Fig. 1: cell classes on the final placement
Scale bar: 20 um. Fill, decap, tap and diode cells in grey.
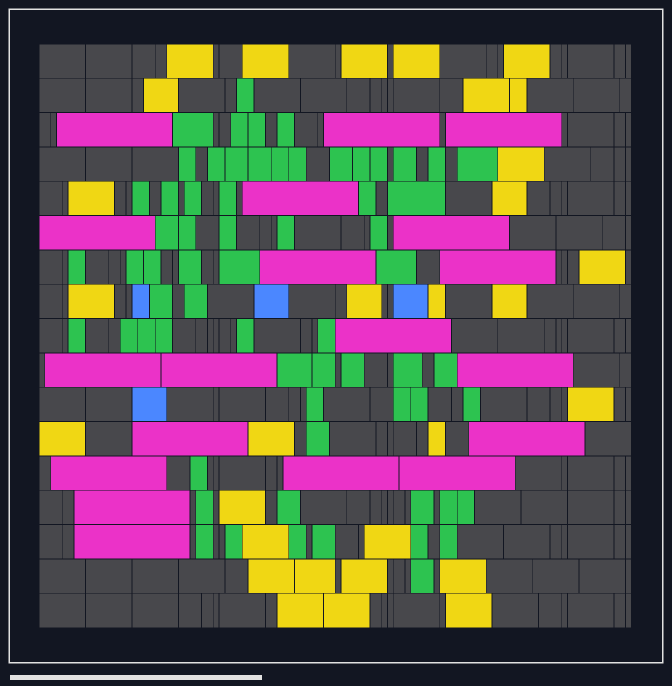
Fig. 2: the metal 2 layer
Scale bar: 20 um.
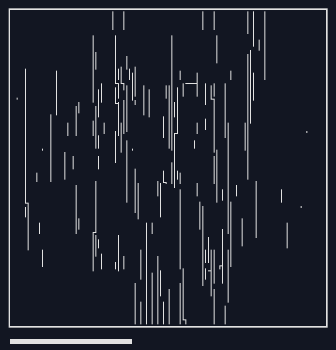
<file path="src/rtl/mux_sync_pkg.sv">
// Shared types and constants for the mux-based clock-domain-crossing launcher
// and its receive-side companions.
package mux_sync_pkg;

   typedef enum logic [1:0] {
      IDLE     = 2'd0,
      SEND     = 2'd1,
      WAIT_LOW = 2'd2
   } state_e;

   localparam int XFER_CNT_W = 8;

endpackage

</file>
<file path="src/rtl/bit_sync.sv">
// N-stage single-bit synchroniser; bit N-1 of the chain is the synchronised output.
module bit_sync #(
   parameter int N = 2
) (
   input  logic clk,
   input  logic rstn,
   input  logic d,
   output logic q
);

   logic [N-1:0] sync_q;
   logic [N-1:0] sync_d;

   always_comb begin
      sync_d = {sync_q[N-2:0], d};
   end

   always_ff @(posedge clk or negedge rstn) begin
      if (!rstn) sync_q <= '0;
      else       sync_q <= sync_d;
   end

   assign q = sync_q[N-1];

endmodule

</file>
<file path="src/rtl/mux_sync_tx.sv">
// Source-side launcher: holds a word on data_out with a level enable and runs a
// four-phase handshake against the synchronised acknowledge from the far domain.
module mux_sync_tx
   import mux_sync_pkg::*;
#(
   parameter int DW              = 4,
   parameter int ACK_SYNC_STAGES = 2
) (
   input  logic                  clk,
   input  logic                  rstn,
   input  logic [DW-1:0]         in_data,
   input  logic                  in_valid,
   output logic                  in_ready,
   output logic [DW-1:0]         data_out,
   output logic                  data_en,
   input  logic                  ack,
   output logic                  done,
   output logic [XFER_CNT_W-1:0] xfer_cnt,
   output logic                  ack_err
);

   logic                  ack_s;
   state_e                state_q,  state_d;
   logic [DW-1:0]         data_q,   data_d;
   logic                  en_q,     en_d;
   logic                  done_q,   done_d;
   logic [XFER_CNT_W-1:0] cnt_q,    cnt_d;
   logic                  err_q,    err_d;

   bit_sync #(.N(ACK_SYNC_STAGES)) u_ack_sync (
      .clk  (clk),
      .rstn (rstn),
      .d    (ack),
      .q    (ack_s)
   );

   always_comb begin
      state_d = state_q;
      data_d  = data_q;
      en_d    = en_q;
      done_d  = 1'b0;
      cnt_d   = cnt_q;
      // An ack seen while idle is a protocol violation; flag it but keep going.
      err_d   = err_q | ((state_q == IDLE) & ack_s);
      case (state_q)
         IDLE: begin
            if (in_valid) begin
               data_d  = in_data;
               en_d    = 1'b1;
               state_d = SEND;
            end
         end
         SEND: begin
            if (ack_s) begin
               en_d    = 1'b0;
               state_d = WAIT_LOW;
            end
         end
         WAIT_LOW: begin
            if (!ack_s) begin
               done_d  = 1'b1;
               cnt_d   = cnt_q + XFER_CNT_W'(1);
               state_d = IDLE;
            end
         end
         default: state_d = IDLE;
      endcase
   end

   always_ff @(posedge clk or negedge rstn) begin
      if (!rstn) begin
         state_q <= IDLE;
         data_q  <= '0;
         en_q    <= 1'b0;
         done_q  <= 1'b0;
         cnt_q   <= '0;
         err_q   <= 1'b0;
      end else begin
         state_q <= state_d;
         data_q  <= data_d;
         en_q    <= en_d;
         done_q  <= done_d;
         cnt_q   <= cnt_d;
         err_q   <= err_d;
      end
   end

   assign in_ready = (state_q == IDLE);
   assign data_out = data_q;
   assign data_en  = en_q;
   assign done     = done_q;
   assign xfer_cnt = cnt_q;
   assign ack_err  = err_q;

endmodule

</file>
<file path="config.mk">
export PLATFORM = sky130hd
export DESIGN_NAME = mux_sync_tx
export DESIGN_NICKNAME = d
export VERILOG_FILES = /design/src/rtl/mux_sync_pkg.sv /design/src/rtl/bit_sync.sv /design/src/rtl/mux_sync_tx.sv
export SDC_FILE = /design/constraint.sdc
export NUM_CORES = 1
export LEC_CHECK = 0
export ABC_AREA = 1
export CAP_MARGIN = 20
export CORE_MARGIN = 2
export CORE_UTILIZATION = 35
export CTS_CLUSTER_DIAMETER = 100
export DETAILED_ROUTE_END_ITERATION = 7
export GPL_TIMING_DRIVEN = 0
export MAX_ROUTING_LAYER = met4
export RECOVER_POWER = 100
export REMOVE_ABC_BUFFERS = 1
export SLEW_MARGIN = 40
export SYNTH_ARGS = -nofsm -noshare
export SYNTH_HDL_FRONTEND = slang
export SYNTH_SLANG_ARGS = --single-unit
</file>
<file path="constraint.sdc">
create_clock -name clk -period 1.6 [get_ports clk]
set_input_delay 0.32 -clock clk [delete_from_list [all_inputs] [get_ports clk]]
set_output_delay 0.32 -clock clk [all_outputs]
set_load 0.005 [all_outputs]
</file>
==> metrics.csv <==
stage,metric,value,unit
global_routing,met2 usage,0.1923,
sta,Max Slew Vio Count,0,
synthesis,YS warnings,0,
synthesis,Top cell area share,0.5984,
global_routing,initial antenna violation count,0,
critical_path,crit end category,primary output,
floorplanning,FP Core Util,0.3662,
pwr,sw power,471.9,uW
clock_tree,Skew-Pair Late Insertion Delay,290,ps
synthesis,Cell Type Count,15,
layout,sequential cell area share,0.4299,
sta,Slew @ Worst Pin,992.4,ps
sta,RSZ-0062 raised after global routing,false,
layout,logic share of the area,0.2262,
sta,Setup TNS Final,0,ps
synthesis,Async SR Flop Fraction,1.000,
global_routing,met3 usage,0.04310,
route,uppermost layer routed,met4,
synthesis,Dominant Register Cell,dfrtp_1,
synthesis,Yosys reg bits,19,
clock_tree,cts bufs inserted,3,
critical_path,CP max FO,1,
route,Metal-1 WL,763,um
synthesis,top cells by area,"dfrtp_1, nand2_1, nand3_1",
layout,most instantiated logic cells after routing,"nand2_1, dfrtp_1, clkdlybuf4s50_1, inv_1, nand3_1",
pwr,Leak,0.5783,nW
critical_path,CP startpoint,done,
layout,Non-Clock Buffer Count,30,
run_status,status,"complete, no violations",
route,DRC Markers,0,
floorplanning,chip area,2667,um2
floorplanning,height of the die,51.65,um
critical_path,CP required,1280,ps
layout,buffering overhead,0.2443,
route,drt via density,4.205,
critical_path,Top delay family on crit path,buffers and inverters,
floorplanning,IO Count,24,
sta,post-layout period usage,0.9617,
pwr,Net Sw Frac,0.3131,
Notes on Fig. 1 above:
Key: other buffers and delay cells = yellow [cells 30, share of their area 25%]; all other logic = green [cells 65, share of their area 28%]; clock drivers and dummy loads = blue [cells 4, share of their area 2.5%]; flip-flops = magenta [cells 19, share of their area 44%]

Notes on Fig. 2 above:
98 nets have wire on it. The layer carries 658 um of wire. The longest straight run is 21.9 um.

Power and IR drop assume default switching activity.
